**src/rtl/serial_subtractor.sv**
```systemverilog
// Bit-serial two's-complement subtractor: one full-subtractor cell and a borrow flop
// produce A - B LSB first over WIDTH cycles behind a start/busy/done handshake.
module serial_subtractor #(
  parameter int unsigned WIDTH = 8
) (
  input  logic             clk,
  input  logic             rst_n,
  input  logic             start,
  input  logic [WIDTH-1:0] a,
  input  logic [WIDTH-1:0] b,
  output logic             busy,
  output logic             done,
  output logic [WIDTH-1:0] diff,
  output logic             borrow,
  output logic             zero
);

  localparam int unsigned CW = $clog2(WIDTH + 1);

  typedef enum logic [1:0] {
    S_IDLE  = 2'd0,
    S_SHIFT = 2'd1,
    S_DONE  = 2'd2
  } state_t;

  // Returns {borrow_out, difference_bit} for x - y - br.
  function automatic logic [1:0] full_sub(input logic x, input logic y, input logic br);
    logic d;
    logic br_out;
    d      = x ^ y ^ br;
    br_out = (~x & y) | (~(x ^ y) & br);
    return {br_out, d};
  endfunction

  state_t           state_q, state_d;
  logic [WIDTH-1:0] a_sr_q, a_sr_d;
  logic [WIDTH-1:0] b_sr_q, b_sr_d;
  logic [WIDTH-1:0] res_sr_q, res_sr_d;
  logic             br_q, br_d;
  logic [CW-1:0]    cnt_q, cnt_d;
  logic             busy_q, busy_d;
  logic             done_q, done_d;
  logic [WIDTH-1:0] diff_q, diff_d;
  logic             borrow_q, borrow_d;
  logic             zero_q, zero_d;

  logic             accept_s;
  logic             last_s;
  logic [1:0]       cell_s;
  logic [WIDTH:0]   res_cat_s;
  logic [WIDTH-1:0] res_next_s;

  assign accept_s   = start && ((state_q == S_IDLE) || (state_q == S_DONE));
  assign last_s     = (cnt_q == CW'(WIDTH - 1));
  assign cell_s     = full_sub(a_sr_q[0], b_sr_q[0], br_q);
  assign res_cat_s  = {cell_s[0], res_sr_q};
  assign res_next_s = res_cat_s[WIDTH:1];

  // FSM state register.
  always_ff @(posedge clk or negedge rst_n) begin
    if (!rst_n) begin
      state_q <= S_IDLE;
    end else begin
      state_q <= state_d;
    end
  end

  // FSM next-state logic.
  always_comb begin
    state_d = state_q;
    case (state_q)
      S_IDLE:  state_d = start ? S_SHIFT : S_IDLE;
      S_SHIFT: state_d = last_s ? S_DONE : S_SHIFT;
      S_DONE:  state_d = start ? S_SHIFT : S_IDLE;
      default: state_d = S_IDLE;
    endcase
  end

  // FSM outputs, decoded from the next state so busy/done come straight from flops.
  always_comb begin
    busy_d = (state_d == S_SHIFT);
    done_d = (state_d == S_DONE);
  end

  // Datapath: operand capture, serial shift and result load on the final bit.
  always_comb begin
    a_sr_d   = a_sr_q;
    b_sr_d   = b_sr_q;
    res_sr_d = res_sr_q;
    br_d     = br_q;
    cnt_d    = cnt_q;
    diff_d   = diff_q;
    borrow_d = borrow_q;
    zero_d   = zero_q;
    if (accept_s) begin
      a_sr_d   = a;
      b_sr_d   = b;
      res_sr_d = {WIDTH{1'b0}};
      br_d     = 1'b0;
      cnt_d    = {CW{1'b0}};
    end else if (state_q == S_SHIFT) begin
      a_sr_d   = a_sr_q >> 1'b1;
      b_sr_d   = b_sr_q >> 1'b1;
      res_sr_d = res_next_s;
      br_d     = cell_s[1];
      cnt_d    = cnt_q + CW'(1);
      if (last_s) begin
        diff_d   = res_next_s;
        borrow_d = cell_s[1];
        zero_d   = (res_next_s == {WIDTH{1'b0}});
      end else begin
        diff_d   = diff_q;
      end
    end else begin
      cnt_d = cnt_q;
    end
  end

  // Datapath and output registers.
  always_ff @(posedge clk or negedge rst_n) begin
    if (!rst_n) begin
      a_sr_q   <= {WIDTH{1'b0}};
      b_sr_q   <= {WIDTH{1'b0}};
      res_sr_q <= {WIDTH{1'b0}};
      br_q     <= 1'b0;
      cnt_q    <= {CW{1'b0}};
      busy_q   <= 1'b0;
      done_q   <= 1'b0;
      diff_q   <= {WIDTH{1'b0}};
      borrow_q <= 1'b0;
      zero_q   <= 1'b0;
    end else begin
      a_sr_q   <= a_sr_d;
      b_sr_q   <= b_sr_d;
      res_sr_q <= res_sr_d;
      br_q     <= br_d;
      cnt_q    <= cnt_d;
      busy_q   <= busy_d;
      done_q   <= done_d;
      diff_q   <= diff_d;
      borrow_q <= borrow_d;
      zero_q   <= zero_d;
    end
  end

  assign busy   = busy_q;
  assign done   = done_q;
  assign diff   = diff_q;
  assign borrow = borrow_q;
  assign zero   = zero_q;

endmodule

```
**config.mk**
```make
export PLATFORM = sky130hd
export DESIGN_NAME = serial_subtractor
export DESIGN_NICKNAME = d
export VERILOG_FILES = /design/src/rtl/serial_subtractor.sv
export SDC_FILE = /design/constraint.sdc
export NUM_CORES = 1
export LEC_CHECK = 0
export CAP_MARGIN = 40
export CELL_PAD_IN_SITES_DETAIL_PLACEMENT = 0
export CELL_PAD_IN_SITES_GLOBAL_PLACEMENT = 1
export CORE_MARGIN = 2
export CORE_UTILIZATION = 30
export CTS_CLUSTER_SIZE = 14
export DETAILED_ROUTE_END_ITERATION = 7
export HOLD_SLACK_MARGIN = 0.12
export PLACE_DENSITY_LB_ADDON = 0.1
export SYNTH_ARGS = -nofsm -noshare
export SYNTH_HDL_FRONTEND = slang
export SYNTH_SLANG_ARGS = --single-unit
export TNS_END_PERCENT = 20
```
**constraint.sdc**
```tcl
create_clock -name clk -period 1.7 [get_ports clk]
set_input_delay 0.425 -clock clk [delete_from_list [all_inputs] [get_ports clk]]
set_output_delay 0.425 -clock clk [all_outputs]
set_load 0.01 [all_outputs]
```
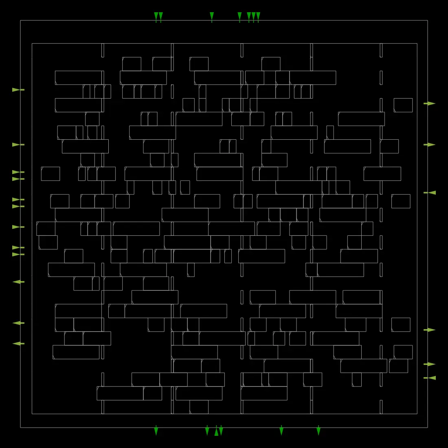
(images/placed.png)
final design utilization: 40.3%
total number of tap cells: 72
number of flip-flops and latches: 42
proportion of cell area occupied by registers: 46.5%
number of fill cells in the layout: 588

==> run notes <==
The flow completed. STA classifies the critical path startpoint as a register. Final-layout non-clock buffer area share landed at 17.2%. Per the timing report, the most critical flop-to-flop path originates at cnt_q[0]$_DFFE_PN0P_. Post-cts repair resize count landed at 0. Summing the areas of all and, or, nand and nor instances in the mapped netlist gives 12.8% of the synthesized area. Per the layout report, the design carries 5 clock buffers. The leakage power in the latest report is 1.01 nW. Total placed cells including tap cells landed at 243.

The flow ran to the end, and the final reports show no timing, DRC or antenna violations. Final global-route overflow total landed at 0. Across all layers, the routed design uses 1206 vias. The netlist uses 27 different library cells.

Summed over all routing layers, the global router reports a total usage of 12.8%. The number of antenna violations at the first check in global routing came to 0. Floorplan die width landed at 80.7 um. Relative max-transition margin landed at 68.5%. Met1 track utilization from global routing landed at 17.1%. According to the I/O placement log, the pin count is 31.

Of the total synthesized cell area, the portion taken by full adders, half adders and majority gates is 1.84%. Floorplan utilization landed at 31.5%. The required time at the worst endpoint is listed as 1.27 ns.

The cell family contributing the most delay on the critical path is buffers and inverters. The logs give a warning total of 26. Global routing put the most usage on met2. The number of cells on the worst hold path is listed as 1. Summed over all nets, wire length on met2 after detailed routing comes to 1610 um. On the final layout, the worst hold slack is 0.505 ns.
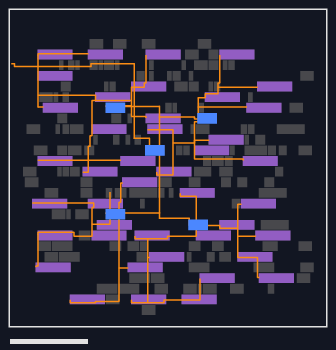
(images/clock_wires.png)
The bar under the picture is 20 um long.
flip-flops -> purple  # count 42
clock wires -> orange  # length 587 um
clock-net drivers -> blue  # count 5
routed clock nets = 6

Power figures rest on the tool's default switching activity, not on a simulated workload.
